**config.mk**
```make
export PLATFORM = sky130hd
export DESIGN_NAME = mem_port_arbiter_flat
export DESIGN_NICKNAME = d
export VERILOG_FILES = /design/src/rtl/mips_mem_pkg.sv /design/src/rtl/mem_port_arbiter_if.sv /design/src/rtl/mem_arb_sel.sv /design/src/rtl/mem_port_arbiter.sv /design/src/flat_wrapper.sv
export SDC_FILE = /design/constraint.sdc
export NUM_CORES = 1
export LEC_CHECK = 0
export CAP_MARGIN = 5
export CORE_AREA = 2 2 115 117
export DETAILED_ROUTE_END_ITERATION = 16
export DIE_AREA = 0 0 117 119
export PLACE_DENSITY = 0.78
export RECOVER_POWER = 50
export SYNTH_ARGS = -nofsm -noshare
export SYNTH_HDL_FRONTEND = slang
export SYNTH_SLANG_ARGS = --single-unit
```
**constraint.sdc**
```tcl
create_clock -name clk -period 3.7 [get_ports clk]
set_input_delay 0.37 -clock clk [delete_from_list [all_inputs] [get_ports clk]]
set_output_delay 0.37 -clock clk [all_outputs]
set_load 0.02 [all_outputs]
```
**src/rtl/mips_mem_pkg.sv**
```systemverilog
// Shared types and defaults for the fetch/data memory port arbiter.
package mips_mem_pkg;

    localparam int DEF_ADDR_W = 10;
    localparam int LAT_W      = 3;

    typedef enum logic {
        IDLE   = 1'b0,
        ACCESS = 1'b1
    } state_e;

    typedef enum logic {
        OWN_IF = 1'b0,
        OWN_DM = 1'b1
    } owner_e;

    // The starvation counter must hold MAX_WAIT and is never narrower than 3 bits.
    function automatic int wait_width(input int max_wait);
        int w;
        w = $clog2(max_wait + 1);
        return (w < 3) ? 3 : w;
    endfunction

endpackage

```
**src/rtl/mem_port_arbiter_if.sv**
```systemverilog
// Bundle of the fetch port, data port and memory macro signals around the arbiter.
interface mem_port_arbiter_if
    import mips_mem_pkg::*;
#(
    parameter int ADDR_W = DEF_ADDR_W
);

    logic              if_req;
    logic [ADDR_W-1:0] if_addr;
    logic              if_gnt;
    logic              if_rvalid;
    logic [31:0]       if_rdata;

    logic              dm_req;
    logic              dm_we;
    logic [3:0]        dm_be;
    logic [ADDR_W-1:0] dm_addr;
    logic [31:0]       dm_wdata;
    logic              dm_gnt;
    logic              dm_rvalid;
    logic [31:0]       dm_rdata;

    logic [ADDR_W-1:0] mem_addr;
    logic              mem_we;
    logic [3:0]        mem_be;
    logic [31:0]       mem_wdata;
    logic [31:0]       mem_rdata;

    logic              busy;

    // slave: the arbiter itself; master: requesters plus the memory macro.
    modport slave (
        input  if_req, if_addr, dm_req, dm_we, dm_be, dm_addr, dm_wdata, mem_rdata,
        output if_gnt, if_rvalid, if_rdata, dm_gnt, dm_rvalid, dm_rdata,
               mem_addr, mem_we, mem_be, mem_wdata, busy
    );

    modport master (
        output if_req, if_addr, dm_req, dm_we, dm_be, dm_addr, dm_wdata, mem_rdata,
        input  if_gnt, if_rvalid, if_rdata, dm_gnt, dm_rvalid, dm_rdata,
               mem_addr, mem_we, mem_be, mem_wdata, busy
    );

endinterface

```
**src/rtl/mem_arb_sel.sv**
```systemverilog
// Grant selection between fetch and data paths with a bounded-starvation counter for fetch.
module mem_arb_sel
    import mips_mem_pkg::*;
#(
    parameter int MAX_WAIT = 4
) (
    input  logic clk,
    input  logic rst,
    input  logic grant_en,
    input  logic if_req,
    input  logic dm_req,
    output logic if_gnt,
    output logic dm_gnt
);

    localparam int WAIT_W = wait_width(MAX_WAIT);

    logic [WAIT_W-1:0] wait_cnt;
    logic              if_starved;

    assign if_starved = (wait_cnt == WAIT_W'(MAX_WAIT));

    always_comb begin
        if_gnt = 1'b0;
        dm_gnt = 1'b0;
        if (grant_en) begin
            if (dm_req && !(if_req && if_starved)) begin
                dm_gnt = 1'b1;
            end else if (if_req) begin
                if_gnt = 1'b1;
            end
        end
    end

    // Counts data grants that bypassed a waiting fetch; any gap in if_req resets the count.
    always_ff @(posedge clk or negedge rst) begin
        if (!rst) begin
            wait_cnt <= '0;
        end else if (!if_req || if_gnt) begin
            wait_cnt <= '0;
        end else if (dm_gnt && !if_starved) begin
            wait_cnt <= wait_cnt + WAIT_W'(1);
        end
    end

endmodule

```
**src/rtl/mem_port_arbiter.sv**
```systemverilog
// Shares one single-port word memory between instruction fetch and data access, one access at a time.
module mem_port_arbiter
    import mips_mem_pkg::*;
#(
    parameter int ADDR_W   = DEF_ADDR_W,
    parameter int LAT      = 1,
    parameter int MAX_WAIT = 4
) (
    input logic               clk,
    input logic               rst,
    mem_port_arbiter_if.slave bus
);

    state_e            state;
    state_e            state_nxt;
    logic [LAT_W-1:0]  lat_cnt;
    logic [LAT_W-1:0]  lat_cnt_nxt;

    owner_e            owner_r;
    logic              we_r;
    logic [3:0]        be_r;
    logic [ADDR_W-1:0] addr_r;
    logic [31:0]       wdata_r;

    logic              if_rvalid_r;
    logic              dm_rvalid_r;
    logic [31:0]       if_rdata_r;
    logic [31:0]       dm_rdata_r;

    logic              grant_en;
    logic              if_gnt;
    logic              dm_gnt;
    logic              last_cycle;

    // Grants only in IDLE, and never while reset is held so every output reads 0 in reset.
    assign grant_en   = (state == IDLE) && rst;
    assign last_cycle = (state == ACCESS) && (lat_cnt == LAT_W'(LAT - 1));

    mem_arb_sel #(
        .MAX_WAIT (MAX_WAIT)
    ) u_sel (
        .clk      (clk),
        .rst      (rst),
        .grant_en (grant_en),
        .if_req   (bus.if_req),
        .dm_req   (bus.dm_req),
        .if_gnt   (if_gnt),
        .dm_gnt   (dm_gnt)
    );

    always_comb begin
        // NOTE: every variable gets a default first, so no path can infer a latch.
        state_nxt   = state;
        lat_cnt_nxt = lat_cnt;
        case (state)
            IDLE: begin
                if (if_gnt || dm_gnt) begin
                    state_nxt   = ACCESS;
                    lat_cnt_nxt = '0;
                end
            end
            ACCESS: begin
                if (last_cycle) begin
                    state_nxt   = IDLE;
                    lat_cnt_nxt = '0;
                end else begin
                    lat_cnt_nxt = lat_cnt + LAT_W'(1);
                end
            end
            default: begin
                state_nxt   = IDLE;
                lat_cnt_nxt = '0;
            end
        endcase
    end

    // NOTE: sequential state uses non-blocking assignments so all flops sample pre-edge values.
    always_ff @(posedge clk or negedge rst) begin
        if (!rst) begin
            state   <= IDLE;
            lat_cnt <= '0;
        end else begin
            state   <= state_nxt;
            lat_cnt <= lat_cnt_nxt;
        end
    end

    // Request fields are frozen at grant; later changes on the request side are ignored.
    always_ff @(posedge clk or negedge rst) begin
        if (!rst) begin
            owner_r     <= OWN_IF;
            we_r        <= 1'b0;
            be_r        <= 4'b0000;
            addr_r      <= '0;
            wdata_r     <= '0;
            if_rvalid_r <= 1'b0;
            dm_rvalid_r <= 1'b0;
            if_rdata_r  <= '0;
            dm_rdata_r  <= '0;
        end else begin
            if_rvalid_r <= 1'b0;
            dm_rvalid_r <= 1'b0;

            if (if_gnt) begin
                owner_r <= OWN_IF;
                we_r    <= 1'b0;
                be_r    <= 4'b0000;
                addr_r  <= bus.if_addr;
                wdata_r <= '0;
            end else if (dm_gnt) begin
                owner_r <= OWN_DM;
                we_r    <= bus.dm_we;
                be_r    <= bus.dm_we ? bus.dm_be : 4'b0000;
                addr_r  <= bus.dm_addr;
                wdata_r <= bus.dm_wdata;
            end

            // Writes are acknowledged through dm_rvalid but leave dm_rdata untouched.
            if (last_cycle) begin
                if (owner_r == OWN_IF) begin
                    if_rvalid_r <= 1'b1;
                    if_rdata_r  <= bus.mem_rdata;
                end else begin
                    dm_rvalid_r <= 1'b1;
                    if (!we_r) begin
                        dm_rdata_r <= bus.mem_rdata;
                    end
                end
            end
        end
    end

    assign bus.if_gnt    = if_gnt;
    assign bus.dm_gnt    = dm_gnt;
    assign bus.if_rvalid = if_rvalid_r;
    assign bus.dm_rvalid = dm_rvalid_r;
    assign bus.if_rdata  = if_rdata_r;
    assign bus.dm_rdata  = dm_rdata_r;
    assign bus.mem_addr  = addr_r;
    assign bus.mem_be    = be_r;
    assign bus.mem_wdata = wdata_r;
    assign bus.mem_we    = (state == ACCESS) && (lat_cnt == '0) && (owner_r == OWN_DM) && we_r;
    assign bus.busy      = (state == ACCESS);

endmodule

```
**src/flat_wrapper.sv**
```systemverilog
// flat-port wrapper written by rule: the top's interface ports become plain ports
module mem_port_arbiter_flat import mips_mem_pkg::*;
#(
    parameter int ADDR_W   = DEF_ADDR_W,
    parameter int LAT      = 1,
    parameter int MAX_WAIT = 4
)
  (clk, rst, bus_if_req, bus_if_addr, bus_dm_req, bus_dm_we, bus_dm_be, bus_dm_addr, bus_dm_wdata, bus_mem_rdata, bus_if_gnt, bus_if_rvalid, bus_if_rdata, bus_dm_gnt, bus_dm_rvalid, bus_dm_rdata, bus_mem_addr, bus_mem_we, bus_mem_be, bus_mem_wdata, bus_busy);
  mem_port_arbiter_if #(.ADDR_W(ADDR_W)) bus_i ();
  input logic clk;
  input logic rst;
  input wire logic [$bits(bus_i.if_req)-1:0] bus_if_req;
  input wire logic [$bits(bus_i.if_addr)-1:0] bus_if_addr;
  input wire logic [$bits(bus_i.dm_req)-1:0] bus_dm_req;
  input wire logic [$bits(bus_i.dm_we)-1:0] bus_dm_we;
  input wire logic [$bits(bus_i.dm_be)-1:0] bus_dm_be;
  input wire logic [$bits(bus_i.dm_addr)-1:0] bus_dm_addr;
  input wire logic [$bits(bus_i.dm_wdata)-1:0] bus_dm_wdata;
  input wire logic [$bits(bus_i.mem_rdata)-1:0] bus_mem_rdata;
  output wire logic [$bits(bus_i.if_gnt)-1:0] bus_if_gnt;
  output wire logic [$bits(bus_i.if_rvalid)-1:0] bus_if_rvalid;
  output wire logic [$bits(bus_i.if_rdata)-1:0] bus_if_rdata;
  output wire logic [$bits(bus_i.dm_gnt)-1:0] bus_dm_gnt;
  output wire logic [$bits(bus_i.dm_rvalid)-1:0] bus_dm_rvalid;
  output wire logic [$bits(bus_i.dm_rdata)-1:0] bus_dm_rdata;
  output wire logic [$bits(bus_i.mem_addr)-1:0] bus_mem_addr;
  output wire logic [$bits(bus_i.mem_we)-1:0] bus_mem_we;
  output wire logic [$bits(bus_i.mem_be)-1:0] bus_mem_be;
  output wire logic [$bits(bus_i.mem_wdata)-1:0] bus_mem_wdata;
  output wire logic [$bits(bus_i.busy)-1:0] bus_busy;
  assign bus_i.if_req = bus_if_req;
  assign bus_i.if_addr = bus_if_addr;
  assign bus_i.dm_req = bus_dm_req;
  assign bus_i.dm_we = bus_dm_we;
  assign bus_i.dm_be = bus_dm_be;
  assign bus_i.dm_addr = bus_dm_addr;
  assign bus_i.dm_wdata = bus_dm_wdata;
  assign bus_i.mem_rdata = bus_mem_rdata;
  assign bus_if_gnt = bus_i.if_gnt;
  assign bus_if_rvalid = bus_i.if_rvalid;
  assign bus_if_rdata = bus_i.if_rdata;
  assign bus_dm_gnt = bus_i.dm_gnt;
  assign bus_dm_rvalid = bus_i.dm_rvalid;
  assign bus_dm_rdata = bus_i.dm_rdata;
  assign bus_mem_addr = bus_i.mem_addr;
  assign bus_mem_we = bus_i.mem_we;
  assign bus_mem_be = bus_i.mem_be;
  assign bus_mem_wdata = bus_i.mem_wdata;
  assign bus_busy = bus_i.busy;
  mem_port_arbiter #(.ADDR_W(ADDR_W), .LAT(LAT), .MAX_WAIT(MAX_WAIT)) u_core (.clk(clk), .rst(rst), .bus(bus_i));
endmodule
```
==> run_1/placement_by_type.png <==
Scale bar: 20 µm.
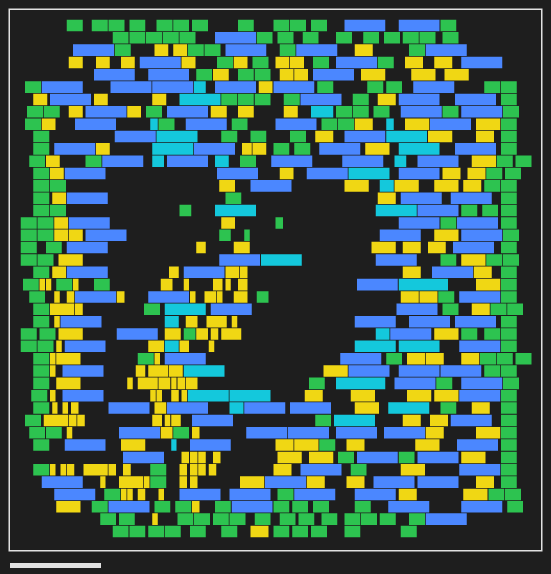
combinational and other logic -> yellow  # cells 194
sequential cells -> blue  # cells 121
remaining buffers and delay cells -> green  # cells 213
clock drivers and dummy loads -> cyan  # cells 32
Util after Layout: 0.599
sequential cell area share: 0.393
final instance area: 0.00771 mm²
# rows: 42
Core Area: 0.0129 mm²

==> run_1/clk_routes.png <==
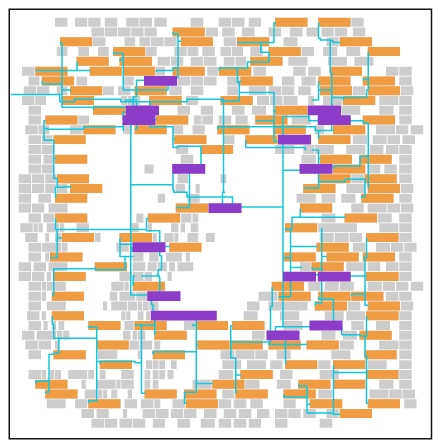
clock wires -> cyan  # length 1470 µm
flip-flops -> orange  # count 121
clock drivers -> purple  # count 17
flops lie = spread over the die
Power Clock: 1.61 mW
clk_lat worst skew: 0.40 ns
skew final: 0.0100 ns

==> impl_metrics.env, run 1 <==
# physical design summary
export IMPL_outcome="finished, violations left"
export IMPL_violations="capacitance limit, slew limit"
export IMPL_slew_violations=79
export IMPL_p_comb_mw=1.69
export IMPL_diodes=0
export IMPL_antenna_found_initial=0
export IMPL_worstPathCellList="nor2b_1, buf_4, and3_1, clkdlybuf4s50_1"
export IMPL_cts_hold_buf=0
export IMPL_flop_cell="dfrtp_1"
export IMPL_syn2layout_area_growth_pct=54.4
export IMPL_drive_gt1_frac=0.204
export IMPL_clockNetworkAreaShare=0.0763
export IMPL_fin_nets=644
export IMPL_wl_met3_um=678
export IMPL_use_met1=0.224
export IMPL_fp_util=0.388
export IMPL_crit_end="bus_if_gnt"
export IMPL_fin_crit_ns=3.21
export IMPL_die_height_um=119
export IMPL_p_leak_nw=3.39
export IMPL_ys_chip_area_mm2=0.00499
export IMPL_gp_congestion=0.766
export IMPL_fa_ha_area_frac=0.0100
export IMPL_mux_area_frac=0.167
export IMPL_cp_end_kind="output port"
export IMPL_final_cell_mix="clkdlybuf4s50_1 (159), dfrtp_1 (121), dlygate4sd3_1 (48)"
export IMPL_postSynthSeqShare=0.607
export IMPL_tap_cells=176
export IMPL_num_vias=3573
export IMPL_r2r_cells=5
export IMPL_cp_slowest_stage_delay_ns=0.74
export IMPL_total_power_mw=5.15
export IMPL_post_cts_buffers=0
export IMPL_final_cells=736
export IMPL_rr_startpoint="u_core.lat_cnt[0]"
export IMPL_worstPathMaxFanout=18
export IMPL_crit_type="register to output port"
export IMPL_n_fill_cell=1064
export IMPL_dominant_cells="sequential cells"
export IMPL_synth_most_common_cell="dfrtp_1"
export IMPL_cp_arrival_ns=2.84
export IMPL_cts_sinks=121
export IMPL_die_x_um=117
export IMPL_top_area_cell="dfrtp_1"
export IMPL_vdd_drop_max_mv=0.247
export IMPL_p_sw_mw=1.56
export IMPL_tightest_slew_ns=1.87
export IMPL_die_area_mm2=0.0139
export IMPL_cp_top_family="buffers and inverters"
export IMPL_cts_buffers_inserted=17
export IMPL_wl_met1_um=5090
export IMPL_path_clk_slew_ns=0.06
export IMPL_layout_nonclk_buf_frac=0.274
export IMPL_ys_cells=338
export IMPL_critPathLaunchType="register"
export IMPL_timing_fmax_ghz=0.311
export IMPL_htree_num_levels=4
export IMPL_edf_count=0
export IMPL_async_flop_share=1.00
export IMPL_vias_per_cell=4.85
export IMPL_fin_crit_sh=0.869
export IMPL_placed_area_mm2=0.00713
export IMPL_seqPwrFrac=0.359
export IMPL_top_layer="met4"
export IMPL_grt_use_total=0.178
export IMPL_p_seq_mw=1.85
export IMPL_hpwl_um=8540
export IMPL_pwr_share_comb=0.327
export IMPL_wl_per_cell_um=16.4
export IMPL_syn_mean_instance_area_um2=14.8
export IMPL_grt_pass1_wl_um=19300
export IMPL_clockPowerShare=0.314
export IMPL_final_antenna_net_count=0
export IMPL_syn_inst=338
export IMPL_aoi_share=0.123
export IMPL_flops=121
export IMPL_layout_top_cell="clkdlybuf4s50_1"
export IMPL_grt_pass1_vias=3816
export IMPL_ys_top_cells_by_count="dfrtp_1 (121), mux2_2 (34), mux2_4 (30)"
export IMPL_top_logic_kind="multiplexers"
export IMPL_synth_top_cell_area_share=0.607
export IMPL_nNonClkBuffers=213
export IMPL_synthDistinctLibCells=39
export IMPL_setup_slack_ns=0.486
export IMPL_whs_ns=0.0942
export IMPL_routed_wl_met2_um=6170
export IMPL_synth_flops=121
export IMPL_crit_cells=4
export IMPL_grt_busiest_layer="met2"
export IMPL_slew_headroom=-0.244
export IMPL_synthXorXnorAreaFrac=0
export IMPL_syn_nets=435
export IMPL_drc=0
export IMPL_internal_power_mw=3.59
export IMPL_r2r_end="u_core.bus.dm_rdata[30]"
export IMPL_worst_path_buf_inv=2
export IMPL_final_hold_viol_count=0
export IMPL_drt_initial_drc_count=161
export IMPL_power_density_mw_per_mm2=668
export IMPL_place_ws_ns=0.707
export IMPL_min_path_type="primary input to async pin"
export IMPL_startpoint="u_core.bus.busy"
export IMPL_tool_warnings=28
export IMPL_cts_tree="done"
export IMPL_met2_usage=0.297
export IMPL_synth_simple_area_share=0.0348
export IMPL_setup_viol=0
export IMPL_grt_overflow=0
export IMPL_topCellsByArea="dfrtp_1 (61%), mux2_4 (9.0%), mux2_2 (7.7%)"
export IMPL_grt_max_degree=79
export IMPL_wl_um=12100
export IMPL_post_cts_resized=0
export IMPL_cp_slowest_cell="clkdlybuf4s50_1"
export IMPL_rsz0062_at_grt="no"
export IMPL_sh_comb_area=0.216
export IMPL_crit_required_ns=3.33
export IMPL_r2r_slack_ns=1.36
export IMPL_dp_cells=704
export IMPL_drv_cap=1
export IMPL_non_clock_inverter_count=25
export IMPL_logic_gate_count=169
export IMPL_clockBufferDepth=2
export IMPL_fin_setup_tns_ns=0
export IMPL_clockRootBuffer="clkbuf_16"
==> run_1/sizes.png <==
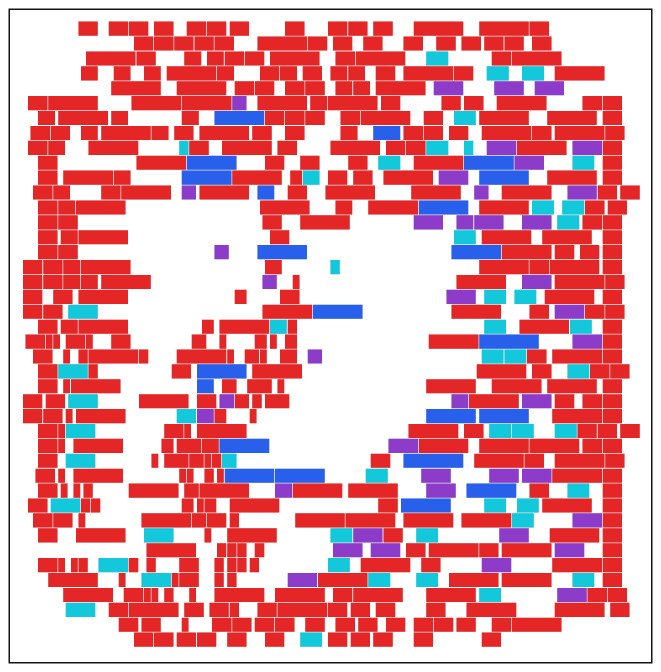
_3 and _4 cells -> purple  # cells 41, share 7.3%
_0 and _1 cells -> red  # cells 446, share 80%
_2 cells -> cyan  # cells 51, share 9.1%
_6 and larger -> blue  # cells 22, share 3.9%

==> run 1 -> run 2 <==
--- a/config.mk
+++ b/config.mk
@@ -7,6 +7,8 @@
 export LEC_CHECK = 0
 export CAP_MARGIN = 5
 export CORE_AREA = 2 2 115 117
+export CTS_BUF_LIST = sky130_fd_sc_hd__clkbuf_16
+export CTS_CLUSTER_SIZE = 40
 export DETAILED_ROUTE_END_ITERATION = 16
 export DIE_AREA = 0 0 117 119
 export PLACE_DENSITY = 0.78
==> constraint.sdc (replaced) <==
create_clock -name clk -period 4.11 [get_ports clk]
set_input_delay 0.411 -clock clk [delete_from_list [all_inputs] [get_ports clk]]
set_output_delay 0.411 -clock clk [all_outputs]
set_load 0.02 [all_outputs]
==> run 2 against run 1 <==
Compared with the run above: the run still ends with capacitance limit, slew limit left; setup slack better by 0.34 ns; synthesized area unchanged; die area unchanged; utilization is 0.54 points lower; register-to-register slack got worse by 0.37 ns.
==> impl_metrics.env, run 2 <==
# physical design summary
export IMPL_fin_crit_sh=0.800
export IMPL_ys_top_cells_by_count="dfrtp_1 (121), mux2_2 (34), mux2_4 (30)"
export IMPL_aoi_share=0.123
export IMPL_postSynthSeqShare=0.607
export IMPL_drt_initial_drc_count=238
export IMPL_slew_violations=110
export IMPL_r2r_slack_ns=0.99
export IMPL_nNonClkBuffers=213
export IMPL_clk_latency_ns=0.42
export IMPL_pg_clk_mw=1.30
export IMPL_die_area_mm2=0.0139
export IMPL_min_path_type="primary input to async pin"
export IMPL_final_cells=735
export IMPL_drv_cap=2
export IMPL_fin_setup_tns_ns=0
export IMPL_grt_pass1_wl_um=19900
export IMPL_synth_most_common_cell="dfrtp_1"
export IMPL_mux_area_frac=0.167
export IMPL_power_density_mw_per_mm2=587
export IMPL_setup_viol=0
export IMPL_n_fill_cell=1041
export IMPL_synthXorXnorAreaFrac=0
export IMPL_path_clk_slew_ns=0.06
export IMPL_routed_wl_met2_um=6300
export IMPL_layout_nonclk_buf_frac=0.276
export IMPL_whs_ns=0.186
export IMPL_crit_cells=4
export IMPL_met2_usage=0.318
export IMPL_placed_area_mm2=0.00713
export IMPL_crit_required_ns=3.70
export IMPL_async_flop_share=1.00
export IMPL_rsz0062_at_grt="no"
export IMPL_final_hold_viol_count=0
export IMPL_place_ws_ns=1.02
export IMPL_wl_met3_um=777
export IMPL_r2r_end="u_core.bus.if_rdata[2]"
export IMPL_drive_gt1_frac=0.191
export IMPL_worst_path_buf_inv=2
export IMPL_violations="capacitance limit, slew limit"
export IMPL_drc=0
export IMPL_synth_simple_area_share=0.0348
export IMPL_tap_cells=176
export IMPL_synth_flops=121
export IMPL_clockRootBuffer="clkbuf_16"
export IMPL_cp_slowest_stage_delay_ns=0.84
export IMPL_htree_num_levels=4
export IMPL_pwr_share_comb=0.340
export IMPL_cts_sinks=121
export IMPL_fa_ha_area_frac=0.0100
export IMPL_final_antenna_net_count=0
export IMPL_flops=121
export IMPL_cp_end_kind="output port"
export IMPL_ys_cells=338
export IMPL_tool_warnings=28
export IMPL_die_height_um=119
export IMPL_outcome="finished, violations left"
export IMPL_non_clock_inverter_count=25
export IMPL_grt_busiest_layer="met2"
export IMPL_fin_crit_ns=3.29
export IMPL_syn_inst=338
export IMPL_cts_tree="done"
export IMPL_setup_slack_ns=0.824
export IMPL_rows=42
==> run_2/placement_by_type.png <==
Scale bar: 20 µm.
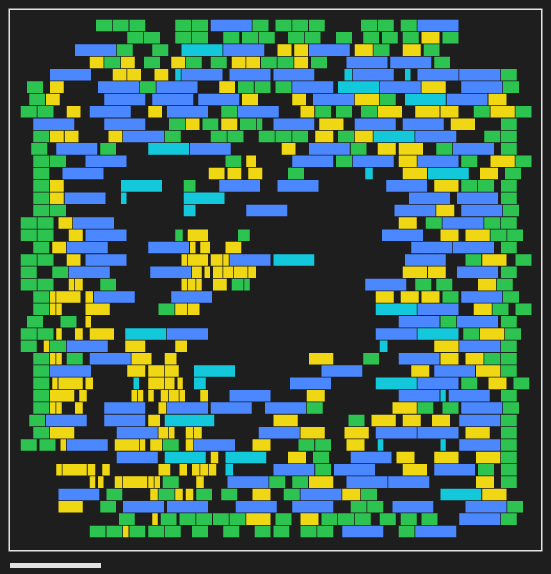
sequential cells -> blue  # cells 121
clock drivers and dummy loads -> cyan  # cells 31
combinational and other logic -> yellow  # cells 194
remaining buffers and delay cells -> green  # cells 213
final instance area: 0.00764 mm²
Util after Layout: 0.593
sequential cell area share: 0.396

No activity file was given, so power comes from the tool's default toggle rates.
